==> run_1/wire_density.png <==
The bar under the picture is 50 um long. The die is cut into 22 by 22 equal tiles; dark blue is low, red is high, scaled to the fullest tile. Values are wire area over tile area, all layers added.
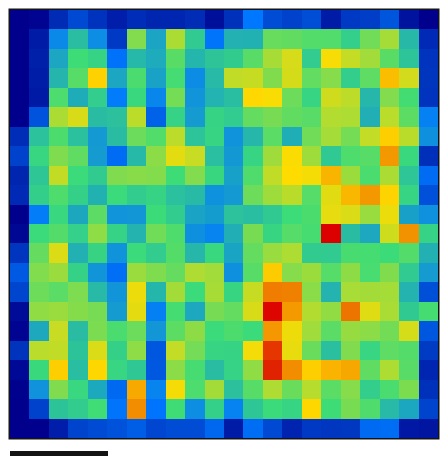
==> run_1/pins.png <==
Pins as bars across the die edge, other pins in grey.
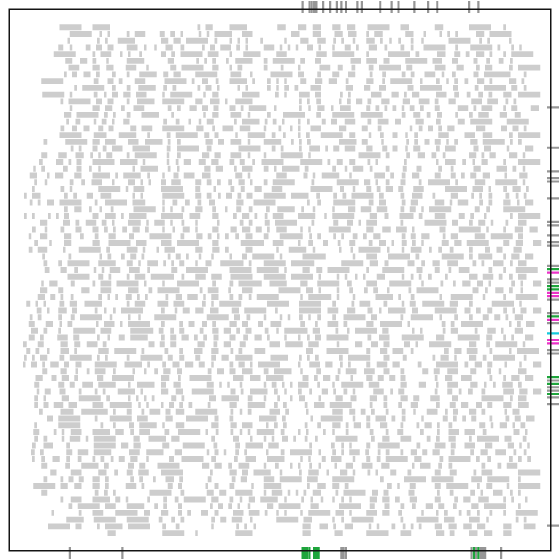
==> run_1/cell_classes.png <==
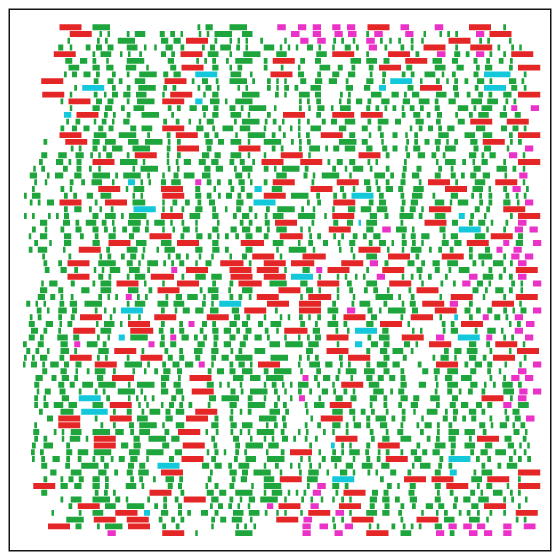
--- src/rtl/mist_audio_pkg.sv ---
// Shared constants for the MiST sigma-delta audio output stage.
package mist_audio_pkg;

  localparam int DW_DEF           = 16;
  localparam int INTERP_SHIFT_DEF = 5;

  localparam logic [15:0] LFSR_SEED = 16'hACE1;
  // Taps 16,14,13,11 of a right-shifting Fibonacci register land on bits 0,2,3,5.
  localparam logic [15:0] LFSR_TAPS = 16'h002D;

  function automatic int clamp_lim(input int dw);
    return 1 << (dw - 5);
  endfunction

endpackage

--- src/rtl/mist_sd2_channel.sv ---
// One audio channel: linear interpolator, offset-binary conversion, clamp and
// dithered 2nd-order sigma-delta modulator.
module mist_sd2_channel
  import mist_audio_pkg::*;
#(
  parameter int DW           = DW_DEF,
  parameter int INTERP_SHIFT = INTERP_SHIFT_DEF,
  parameter bit SIGNED_IN    = 1'b1
) (
  input  logic          clk,
  input  logic          rst_n,
  input  logic          accept,
  input  logic          ramp_active,
  input  logic          ramp_last,
  input  logic [DW-1:0] sample,
  input  logic          mute,
  input  logic          dither,
  output logic          pdm,
  output logic          clip,
  output logic [DW-1:0] cur
);

  localparam int IW = DW + 4;
  localparam int SW = DW + 5;
  localparam logic [DW-1:0] MID = {1'b1, {(DW-1){1'b0}}};
  localparam logic [DW-1:0] LO  = DW'(clamp_lim(DW));
  localparam logic [DW-1:0] HI  = ~LO;
  localparam logic signed [SW-1:0] SAT_P   = SW'(64'sd1 <<< (DW + 2));
  localparam logic signed [SW-1:0] SAT_N   = -SAT_P;
  localparam logic signed [SW-1:0] FB_FULL = SW'((64'sd1 <<< DW) - 64'sd1);

  function automatic logic signed [IW-1:0] sat(input logic signed [SW-1:0] v);
    if (v > SAT_P) return IW'(SAT_P);
    if (v < SAT_N) return IW'(SAT_N);
    return IW'(v);
  endfunction

  logic [DW-1:0]        cur_q, cur_d, target_q, target_d, step_q, step_d;
  logic signed [IW-1:0] int1_q, int1_d, int2_q, int2_d;
  logic                 pdm_q, pdm_d, clip_q, clip_d;
  logic signed [DW:0]   diff, step_new;
  logic [DW-1:0]        x_raw, x;
  logic signed [SW-1:0] fb, sum1, sum2;

  always_comb begin
    diff = SIGNED_IN ? ($signed({sample[DW-1], sample}) - $signed({cur_q[DW-1], cur_q}))
                     : ($signed({1'b0, sample}) - $signed({1'b0, cur_q}));
    step_new = diff >>> INTERP_SHIFT;

    cur_d    = cur_q;
    target_d = target_q;
    step_d   = step_q;
    // The accept cycle already takes the first step; the last step snaps to target.
    if (accept) begin
      target_d = sample;
      step_d   = DW'(step_new);
      cur_d    = cur_q + DW'(step_new);
    end else if (ramp_last) begin
      cur_d = target_q;
    end else if (ramp_active) begin
      cur_d = cur_q + step_q;
    end

    x_raw  = mute ? MID : (SIGNED_IN ? (cur_q ^ MID) : cur_q);
    clip_d = (x_raw < LO) || (x_raw > HI);
    x      = (x_raw < LO) ? LO : ((x_raw > HI) ? HI : x_raw);

    fb     = pdm_q ? FB_FULL : '0;
    sum1   = $signed({int1_q[IW-1], int1_q}) + $signed({{(SW-DW){1'b0}}, x}) - fb
           + $signed({{(SW-1){1'b0}}, dither});
    int1_d = sat(sum1);
    sum2   = $signed({int2_q[IW-1], int2_q}) + $signed({int1_d[IW-1], int1_d}) - fb;
    int2_d = sat(sum2);
    pdm_d  = ~int2_d[IW-1];
  end

  always_ff @(posedge clk or negedge rst_n) begin
    if (!rst_n) begin
      cur_q    <= '0;
      target_q <= '0;
      step_q   <= '0;
      int1_q   <= '0;
      int2_q   <= '0;
      pdm_q    <= 1'b0;
      clip_q   <= 1'b0;
    end else begin
      cur_q    <= cur_d;
      target_q <= target_d;
      step_q   <= step_d;
      int1_q   <= int1_d;
      int2_q   <= int2_d;
      pdm_q    <= pdm_d;
      clip_q   <= clip_d;
    end
  end

  assign pdm  = pdm_q;
  assign clip = clip_q;
  assign cur  = cur_q;

endmodule

--- src/rtl/mist_audio_sigmadelta.sv ---
// Stereo PCM to 1-bit PDM output stage: shared handshake, ramp counter and
// dither LFSR feeding two sigma-delta channels.
module mist_audio_sigmadelta
  import mist_audio_pkg::*;
#(
  parameter int DW           = DW_DEF,
  parameter int INTERP_SHIFT = INTERP_SHIFT_DEF,
  parameter bit SIGNED_IN    = 1'b1,
  parameter bit DITHER_EN    = 1'b1
) (
  input  logic                  clk_sys,
  input  logic                  reset_n,
  input  logic [DW-1:0]         in_l,
  input  logic [DW-1:0]         in_r,
  input  logic                  in_valid,
  output logic                  in_ready,
  input  logic                  mute,
  output logic                  out_l,
  output logic                  out_r,
  output logic                  clip_l,
  output logic                  clip_r,
  output logic [DW-1:0]         dbg_cur_l,
  output logic [DW-1:0]         dbg_cur_r,
  output logic [INTERP_SHIFT:0] dbg_ramp_cnt
);

  localparam int RCW = INTERP_SHIFT + 1;
  localparam logic [RCW-1:0] RAMP_LAST = RCW'((1 << INTERP_SHIFT) - 1);

  logic [RCW-1:0] ramp_cnt_q, ramp_cnt_d;
  logic [15:0]    lfsr_q, lfsr_d;
  logic           accept, ramp_active, ramp_last, dither_l, dither_r;

  // Handshake: a pair transfers on a cycle where in_valid && in_ready; in_ready
  // is high only while no ramp is running, and the source holds the pair until then.
  assign in_ready    = (ramp_cnt_q == '0);
  assign accept      = in_valid && in_ready;
  assign ramp_active = (ramp_cnt_q != '0);
  assign ramp_last   = (ramp_cnt_q == RCW'(1));
  assign dither_l    = DITHER_EN ? lfsr_q[0]  : 1'b0;
  assign dither_r    = DITHER_EN ? lfsr_q[15] : 1'b0;

  always_comb begin
    ramp_cnt_d = ramp_cnt_q;
    if (accept)           ramp_cnt_d = RAMP_LAST;
    else if (ramp_active) ramp_cnt_d = ramp_cnt_q - RCW'(1);
    lfsr_d = {^(lfsr_q & LFSR_TAPS), lfsr_q[15:1]};
  end

  always_ff @(posedge clk_sys or negedge reset_n) begin
    if (!reset_n) begin
      ramp_cnt_q <= '0;
      lfsr_q     <= LFSR_SEED;
    end else begin
      ramp_cnt_q <= ramp_cnt_d;
      lfsr_q     <= lfsr_d;
    end
  end

  assign dbg_ramp_cnt = ramp_cnt_q;

  mist_sd2_channel #(.DW(DW), .INTERP_SHIFT(INTERP_SHIFT), .SIGNED_IN(SIGNED_IN)) u_left (
    .clk(clk_sys), .rst_n(reset_n), .accept(accept), .ramp_active(ramp_active),
    .ramp_last(ramp_last), .sample(in_l), .mute(mute), .dither(dither_l),
    .pdm(out_l), .clip(clip_l), .cur(dbg_cur_l)
  );

  mist_sd2_channel #(.DW(DW), .INTERP_SHIFT(INTERP_SHIFT), .SIGNED_IN(SIGNED_IN)) u_right (
    .clk(clk_sys), .rst_n(reset_n), .accept(accept), .ramp_active(ramp_active),
    .ramp_last(ramp_last), .sample(in_r), .mute(mute), .dither(dither_r),
    .pdm(out_r), .clip(clip_r), .cur(dbg_cur_r)
  );

endmodule

--- config.mk ---
export PLATFORM = sky130hd
export DESIGN_NAME = mist_audio_sigmadelta
export DESIGN_NICKNAME = d
export VERILOG_FILES = /design/src/rtl/mist_audio_pkg.sv /design/src/rtl/mist_sd2_channel.sv /design/src/rtl/mist_audio_sigmadelta.sv
export SDC_FILE = /design/constraint.sdc
export NUM_CORES = 1
export LEC_CHECK = 0
export CELL_PAD_IN_SITES_DETAIL_PLACEMENT = 2
export CELL_PAD_IN_SITES_GLOBAL_PLACEMENT = 2
export CORE_MARGIN = 3
export CORE_UTILIZATION = 39
export DETAILED_ROUTE_END_ITERATION = 8
export PLACE_DENSITY_LB_ADDON = 0.1
export SYNTH_ARGS = -nofsm -noshare
export SYNTH_HDL_FRONTEND = slang
export SYNTH_SLANG_ARGS = --single-unit
export TNS_END_PERCENT = 30
--- constraint.sdc ---
create_clock -name clk_sys -period 10.73 [get_ports clk_sys]
set_input_delay 1.073 -clock clk_sys [delete_from_list [all_inputs] [get_ports clk_sys]]
set_output_delay 1.073 -clock clk_sys [all_outputs]
set_load 0.01 [all_outputs]
==> results.py, run 1 <==
# Flow results
metrics = {
    "detailed_routing": {
        "drc": 0,
        "ant_nets": 0,
        "wl_met3_mm": 1.269,
        "top_layer_used": "met5",
        "dr.pass1.iters": 4,
        "vias": 15360,
    },
    "clock_network": {
        "cts_root_buffer": "clkbuf_16",
        "clock_latency_ns": 0.50,
        "cts_resized": 0,
    },
    "layout": {
        "fill_cells": 4890,
        "buffer_area_frac": 0.04673,
        "layout.nets": 2437,
        "ff_latch_area_um2": 4867,
        "n_clock_buffer": 18,
        "lay_top_count": "inv_1",
        "seq_cells": 194,
        "diodes": 0,
        "n_all_buffers": 95,
    },
    "place": {
        "dpl.cell_count": 2715,
        "place_ws_ns": 0.2648,
    },
    "hold_path": {
        "min_to": "lfsr_q[6]",
    },
    "final_timing": {
        "tns_ns": 0,
        "finalWorstSetupSlack_ns": 0.9991,
        "tightestPinTransition_ns": 1.151,
        "setup_violations": 0,
        "hold_viol_final": 0,
        "rsz0062_at_grt": "no",
        "fin_hold_ws_ns": 0.3422,
    },
    "synth": {
        "ys_warn_count": 0,
        "numSynthFlops": 194,
        "synthCells": 2090,
        "top_area_cell": "dfrtp_1",
    },
    "run_status": {
        "status": "completed",
    },
    "worst_setup_path": {
        "critPathLaunchType": "input port",
        "crit_path_end_kind": "flop",
        "crit_cells": 31,
    },
    "die": {
        "die-width_um": 217.7,
    },
    "grt": {
        "grtUsageMet2": 0.4310,
        "track_usage": 0.2472,
    },
    "flow_run": {
        "cap_violations": 0,
    },
}
## Picture notes: wire_density.png
nearly empty tiles: 3.3%
emptiest ninth of the die: top left
fullest tile: 0.40

## Picture notes: pins.png
[in_valid] cyan | pins: 1 | direction: input | edge: right
[dbg_ramp_cnt] magenta | pins: 6 | direction: output | edge: right
[in_l] green | pins: 16 | direction: input | edge: 9 bottom, 7 right
all pins by edge: 39 right, 20 top, 20 bottom

## Picture notes: cell_classes.png
[flops] red | cells: 194
[clock drivers and dummy loads] cyan | cells: 32
[other buffers and delay cells] magenta | cells: 95
[all other logic] green | cells: 1841

==> inputs of run 2 (changes only) <==
--- a/config.mk
+++ b/config.mk
@@ -5,12 +5,13 @@
 export SDC_FILE = /design/constraint.sdc
 export NUM_CORES = 1
 export LEC_CHECK = 0
+export CAP_MARGIN = 0
 export CELL_PAD_IN_SITES_DETAIL_PLACEMENT = 2
 export CELL_PAD_IN_SITES_GLOBAL_PLACEMENT = 2
 export CORE_MARGIN = 3
 export CORE_UTILIZATION = 39
 export DETAILED_ROUTE_END_ITERATION = 8
-export PLACE_DENSITY_LB_ADDON = 0.1
+export PLACE_DENSITY_LB_ADDON = 0.2
 export SYNTH_ARGS = -nofsm -noshare
 export SYNTH_HDL_FRONTEND = slang
 export SYNTH_SLANG_ARGS = --single-unit
==> run 2 against run 1 <==
Effect of this change: critical path depth grew 2; flip-flop count unchanged; synthesized cell count unchanged; largest cell class unchanged; highest routed layer unchanged.
==> results.py, run 2 <==
# Flow results
metrics = {
    "synth": {
        "ys_cells": 2090,
        "ys_warn_count": 0,
        "numSynthFlops": 194,
        "synthCells": 2090,
        "flop_cell": "dfrtp_1",
        "top_area_cell": "dfrtp_1",
    },
    "clock_network": {
        "cts_root_buffer": "clkbuf_16",
        "htree_levels": 4,
        "clock_latency_ns": 0.47,
    },
    "detailed_routing": {
        "ant_nets": 0,
        "dr.pass1.iters": 5,
        "vias": 15580,
        "top_layer_used": "met5",
        "wl_met3_mm": 1.173,
        "drc": 0,
    },
    "final_timing": {
        "rsz0062_at_grt": "no",
        "fin_hold_ws_ns": 0.3539,
        "tns_ns": 0,
        "hold_viol_final": 0,
        "finalWorstSetupSlack_ns": 0.9615,
        "tightestPinTransition_ns": 1.231,
    },
    "layout": {
        "fill_cells": 4905,
        "clk_share": 0.03011,
        "ff_latch_area_um2": 4867,
        "seq_cells": 194,
        "layout.nets": 2438,
        "n_all_buffers": 96,
        "buffer_area_frac": 0.04709,
        "diodes": 0,
        "lay_top_count": "inv_1",
        "n_clock_buffer": 22,
    },
    "grt": {
        "grtUsageMet2": 0.4560,
        "track_usage": 0.2527,
    },
    "worst_setup_path": {
        "crit_start": "mute",
        "critPathLaunchType": "input port",
        "crit_path_end_kind": "flop",
        "cp.required_ns": 11.05,
    },
    "run_status": {
        "status": "completed",
    },
    "place": {
        "place_ws_ns": 0.5237,
    },
}
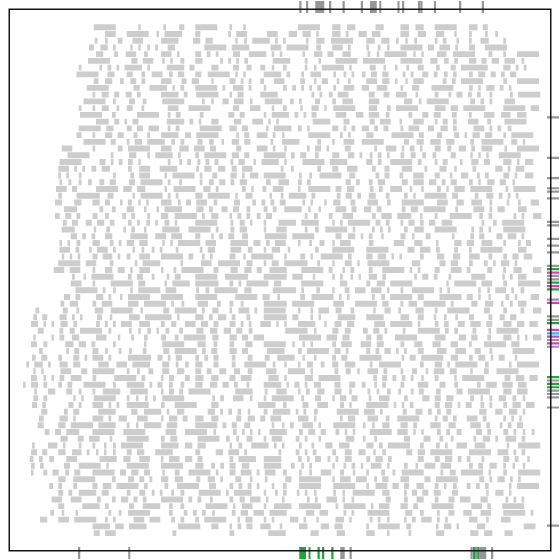
(run_2/pins.png)
Pins as bars across the die edge, other pins in grey.
[dbg_ramp_cnt] magenta | pins: 6 | direction: output | edge: right
[in_l] green | pins: 16 | direction: input | edge: 9 bottom, 7 right
[in_valid] cyan | pins: 1 | direction: input | edge: right
I/O Buffers: 78
Die Y-Extent: 217.7 um
width of the die: 217.7 um

